Fig. 1: clock routing
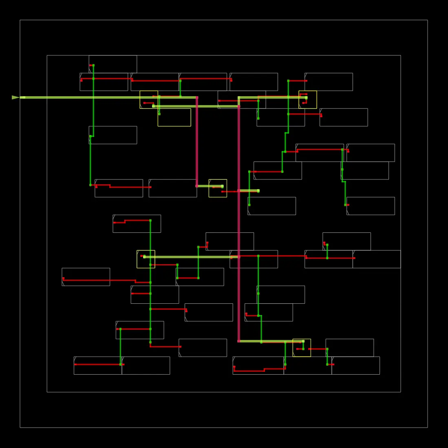
Fig. 2: routed clock nets over the placement
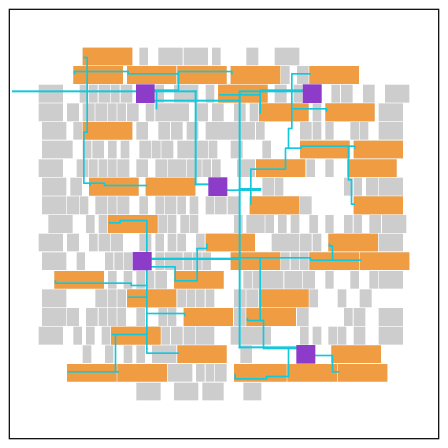
Fig. 3: cells coloured by class
Scale bar: 20 um.
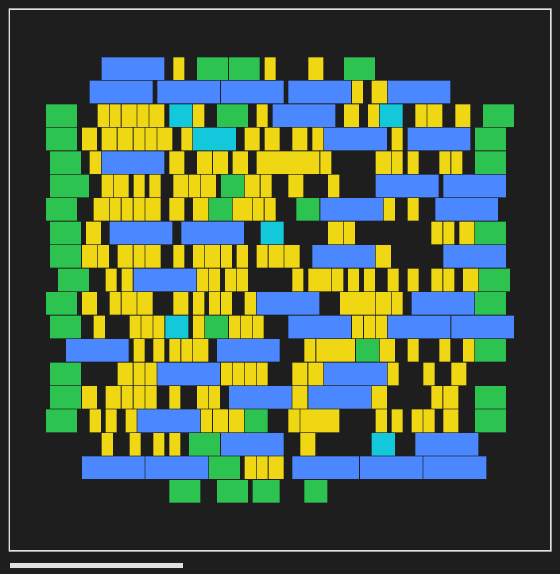
Fig. 4: drive-strength map
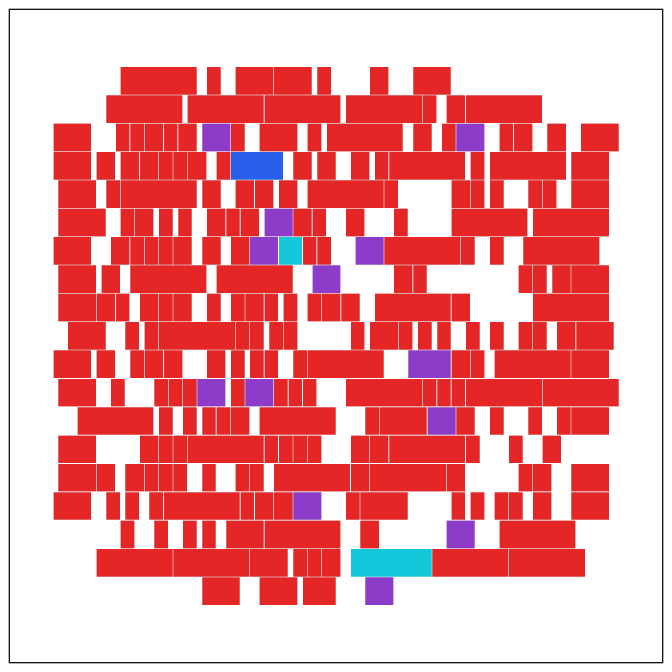
Fig. 5: M1 wires
Supply wires on this layer in grey. Cells faint in the background.
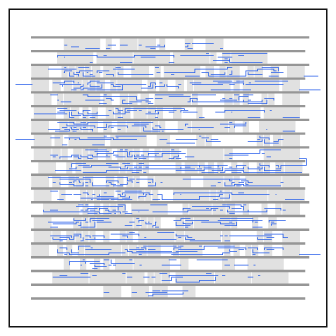
File: src/rtl/add_seq_pkg.sv
// Shared types and sizing helpers for the digit-serial adder.
package add_seq_pkg;

   typedef enum logic [1:0] {
      StIdle,
      StCalc,
      StDone
   } state_e;

   function automatic int unsigned num_digits(input int unsigned width,
                                              input int unsigned digit_w);
      return (digit_w == 0) ? 0 : width / digit_w;
   endfunction

   // A single-digit configuration still needs a 1-bit counter.
   function automatic int unsigned cnt_width(input int unsigned n);
      return (n > 1) ? $clog2(n) : 1;
   endfunction

   localparam int unsigned DefaultWidth  = 8;
   localparam int unsigned DefaultDigitW = 1;
   localparam int unsigned DefaultCntW   = cnt_width(num_digits(DefaultWidth, DefaultDigitW));

endpackage

File: src/rtl/add_digit.sv
// DIGIT_W-bit full-adder slice; the only adder in the serial datapath.
module add_digit #(
   parameter int unsigned DIGIT_W = 1
) (
   input  logic [DIGIT_W-1:0] a,
   input  logic [DIGIT_W-1:0] b,
   input  logic               cin,
   output logic [DIGIT_W-1:0] s,
   output logic               cout
);

   logic [DIGIT_W:0] sum;

   assign sum  = {1'b0, a} + {1'b0, b} + {{DIGIT_W{1'b0}}, cin};
   assign s    = sum[DIGIT_W-1:0];
   assign cout = sum[DIGIT_W];

endmodule

File: src/rtl/add_8bit_seq.sv
// Digit-serial adder {C_out, S} = A + B + C_in with valid/ready handshakes.
// Define ADD_SIGNED_OVF_EN to add the registered signed-overflow output V.
module add_8bit_seq
   import add_seq_pkg::*;
#(
   parameter int unsigned WIDTH   = 8,
   parameter int unsigned DIGIT_W = 1
) (
   input  logic             clk,
   input  logic             rst,
   input  logic             in_valid,
   output logic             in_ready,
   input  logic [WIDTH-1:0] A,
   input  logic [WIDTH-1:0] B,
   input  logic             C_in,
   output logic             out_valid,
   input  logic             out_ready,
   output logic [WIDTH-1:0] S,
`ifdef ADD_SIGNED_OVF_EN
   output logic             C_out,
   output logic             V
`else
   output logic             C_out
`endif
);

   localparam int unsigned N    = num_digits(WIDTH, DIGIT_W);
   localparam int unsigned CntW = cnt_width(N);
   localparam logic [CntW-1:0] LastCnt = CntW'(N - 1);

   if ((DIGIT_W == 0) || ((WIDTH % DIGIT_W) != 0)) begin : g_bad_cfg
      $error("add_8bit_seq: DIGIT_W must be nonzero and divide WIDTH");
   end

   state_e           state_q, state_d;
   logic [CntW-1:0]  cnt_q, cnt_d;
   logic [WIDTH-1:0] a_q, a_d;
   logic [WIDTH-1:0] b_q, b_d;
   logic             carry_q, carry_d;
   logic [WIDTH-1:0] res_q, res_d;
   logic [WIDTH-1:0] s_q, s_d;
   logic             cout_q, cout_d;
`ifdef ADD_SIGNED_OVF_EN
   logic             a_msb_q, a_msb_d;
   logic             b_msb_q, b_msb_d;
   logic             v_q, v_d;
`endif

   logic [DIGIT_W-1:0] dig_s;
   logic               dig_c;
   logic [WIDTH-1:0]   res_shift;

   add_digit #(
      .DIGIT_W(DIGIT_W)
   ) u_add_digit (
      .a   (a_q[DIGIT_W-1:0]),
      .b   (b_q[DIGIT_W-1:0]),
      .cin (carry_q),
      .s   (dig_s),
      .cout(dig_c)
   );

   // Digits enter at the MSB end so the first (LSB) digit lands at bit 0 after N shifts.
   if (DIGIT_W == WIDTH) begin : g_res_full
      assign res_shift = dig_s;
   end else begin : g_res_part
      assign res_shift = {dig_s, res_q[WIDTH-1:DIGIT_W]};
   end

   always_comb begin
      state_d = state_q;
      cnt_d   = cnt_q;
      a_d     = a_q;
      b_d     = b_q;
      carry_d = carry_q;
      res_d   = res_q;
      s_d     = s_q;
      cout_d  = cout_q;
`ifdef ADD_SIGNED_OVF_EN
      a_msb_d = a_msb_q;
      b_msb_d = b_msb_q;
      v_d     = v_q;
`endif
      unique case (state_q)
         StIdle: begin
            if (in_valid) begin
               a_d     = A;
               b_d     = B;
               carry_d = C_in;
               cnt_d   = '0;
`ifdef ADD_SIGNED_OVF_EN
               a_msb_d = A[WIDTH-1];
               b_msb_d = B[WIDTH-1];
`endif
               state_d = StCalc;
            end
         end
         StCalc: begin
            a_d     = a_q >> DIGIT_W;
            b_d     = b_q >> DIGIT_W;
            carry_d = dig_c;
            res_d   = res_shift;
            cnt_d   = cnt_q + CntW'(1);
            // Outputs only update on completion so they stay stable during CALC.
            if (cnt_q == LastCnt) begin
               s_d     = res_shift;
               cout_d  = dig_c;
`ifdef ADD_SIGNED_OVF_EN
               v_d     = (a_msb_q == b_msb_q) && (res_shift[WIDTH-1] != a_msb_q);
`endif
               state_d = StDone;
            end
         end
         StDone: begin
            if (out_ready) begin
               state_d = StIdle;
            end
         end
         default: state_d = StIdle;
      endcase
   end

   always_ff @(posedge clk) begin
      if (rst) begin
         state_q <= StIdle;
         cnt_q   <= '0;
         a_q     <= '0;
         b_q     <= '0;
         carry_q <= 1'b0;
         res_q   <= '0;
         s_q     <= '0;
         cout_q  <= 1'b0;
`ifdef ADD_SIGNED_OVF_EN
         a_msb_q <= 1'b0;
         b_msb_q <= 1'b0;
         v_q     <= 1'b0;
`endif
      end else begin
         state_q <= state_d;
         cnt_q   <= cnt_d;
         a_q     <= a_d;
         b_q     <= b_d;
         carry_q <= carry_d;
         res_q   <= res_d;
         s_q     <= s_d;
         cout_q  <= cout_d;
`ifdef ADD_SIGNED_OVF_EN
         a_msb_q <= a_msb_d;
         b_msb_q <= b_msb_d;
         v_q     <= v_d;
`endif
      end
   end

   assign in_ready  = (state_q == StIdle);
   assign out_valid = (state_q == StDone);
   assign S         = s_q;
   assign C_out     = cout_q;
`ifdef ADD_SIGNED_OVF_EN
   assign V         = v_q;
`endif

endmodule

File: config.mk
export PLATFORM = sky130hd
export DESIGN_NAME = add_8bit_seq
export DESIGN_NICKNAME = d
export VERILOG_FILES = /design/src/rtl/add_seq_pkg.sv /design/src/rtl/add_digit.sv /design/src/rtl/add_8bit_seq.sv
export SDC_FILE = /design/constraint.sdc
export NUM_CORES = 1
export LEC_CHECK = 0
export ABC_AREA = 1
export CAP_MARGIN = 20
export CORE_MARGIN = 4
export CORE_UTILIZATION = 54
export DETAILED_ROUTE_END_ITERATION = 8
export HOLD_SLACK_MARGIN = 0.06
export PLACE_DENSITY = 0.88
export SETUP_SLACK_MARGIN = 0.1
export SLEW_MARGIN = 10
export SYNTH_ARGS = -nofsm -noshare
export SYNTH_HDL_FRONTEND = slang
export SYNTH_SLANG_ARGS = --single-unit
File: constraint.sdc
create_clock -name clk -period 2.3 [get_ports clk]
set_input_delay 0.69 -clock clk [delete_from_list [all_inputs] [get_ports clk]]
set_output_delay 0.69 -clock clk [all_outputs]
set_load 0.01 [all_outputs]
==> flow_summary.json <==
{
  "outcome": "completed",
  "cp-end-kind": "output pin",
  "inv_count": 20,
  "yosys_cells": 228,
  "synth_adder_area_share_pct": 2.804,
  "synth_cell_types": 16,
  "die-area_um2": 3912,
  "drive_gt1_share_pct": 6.130,
  "cp.arrival_ps": 1250,
  "drtIter0Drc": 78,
  "ys_warn_count": 0,
  "fin_cells": 292,
  "synthFlopType": "dfxtp_1",
  "antenna_found_initial": 0,
  "ir_worst_vdd_mv": 0.4652,
  "fin_crit_ps": 1943,
  "sh_comb_area_pct": 35.78,
  "dp_hpwl_mm": 2.529,
  "design.seq.count": 38,
  "buf_share_pct": 18.11,
  "nets": 286,
  "ff2ff_setup_slack_ps": 780,
  "min_path_type": "reg2reg",
  "syn_inst": 228,
  "numSynthFlops": 38,
  "fmax_mhz": 514.7,
  "cts_tree": "done",
  "final_util_pct": 71.68,
  "layout.area.comb_um2": 719.4,
  "tool_warnings": 26,
  "synth.area.top_cells": "dfxtp_1 47%, nor2_1 12%, nand3_1 12%, nand2_1 9.6%, o21ai_0 5.0%",
  "wirelength_mm": 3.527,
  "syn2layout_area_growth_pct": 25.16,
  "hold_violations": 0,
  "wl_met1_mm": 1.466,
  "drv_slew": 0,
  "grtUsageMet2_pct": 33.16
}
About Fig. 1:
P_clk: 0.000339 W
clk_lat worst skew: 350 ps
final clock skew: 10.39 ps

About Fig. 2:
clock wires: marked cyan, length 428 um. flip-flops: marked orange, count 38. clock drivers: marked purple, count 5.
Position of the flops: all over the die. There are 6 routed clock nets.

About Fig. 3:
clock drivers and dummy loads: marked cyan, cells 6, share of their area 2.6%. combinational and other logic: marked yellow, cells 179, share of their area 40%. flops: marked blue, cells 38, share of their area 39%. other buffers and delay cells: marked green, cells 38, share of their area 18%.

About Fig. 4:
_0 and _1 cells: marked red, cells 245, share 94%, most used nor2_1. _3 and _4 cells: marked purple, cells 13, share 5.0%, most used buf_4. _2 cells: marked cyan, cells 2, share 0.77%. _6 and larger: marked blue, cells 1, share 0.38%, most used clkbuf_8.

About Fig. 5:
255 nets have wire on it. The wires run mostly horizontal. The layer holds 42% of the routed length.
GR Util met1: 19.71%
routed via count: 1531

path summary, 6_finish.rpt:
check	from	to
worst min register to register	cnt_q[0]	cnt_q[0]
worst max register to register	state_q[0]	C_out
worst min-delay path	cnt_q[0]	cnt_q[0]
worst max-delay path	state_q[1]	out_valid
report_power, final:
part / switching [W] / internal, W
clock: 0.000201 / 0.000138
sequential: 0.0000232 / 0.000691
combinational: 0.0000935 / 0.0000809
sequential cells by signal (all words and copies together), names as in the netlist:
signal	cells
res_q	7
C_out	1
b_q	8
S	8
carry_q	1
cnt_q	3
state_q	2
a_q	8
critical path, cell delays in order (launching register included):
cell	delay, ps
dfxtp_2	400
inv_1	80
nor2_1	140
dlygate4sd2_1	290
Power figures rest on the tool's default switching activity, not on a simulated workload.
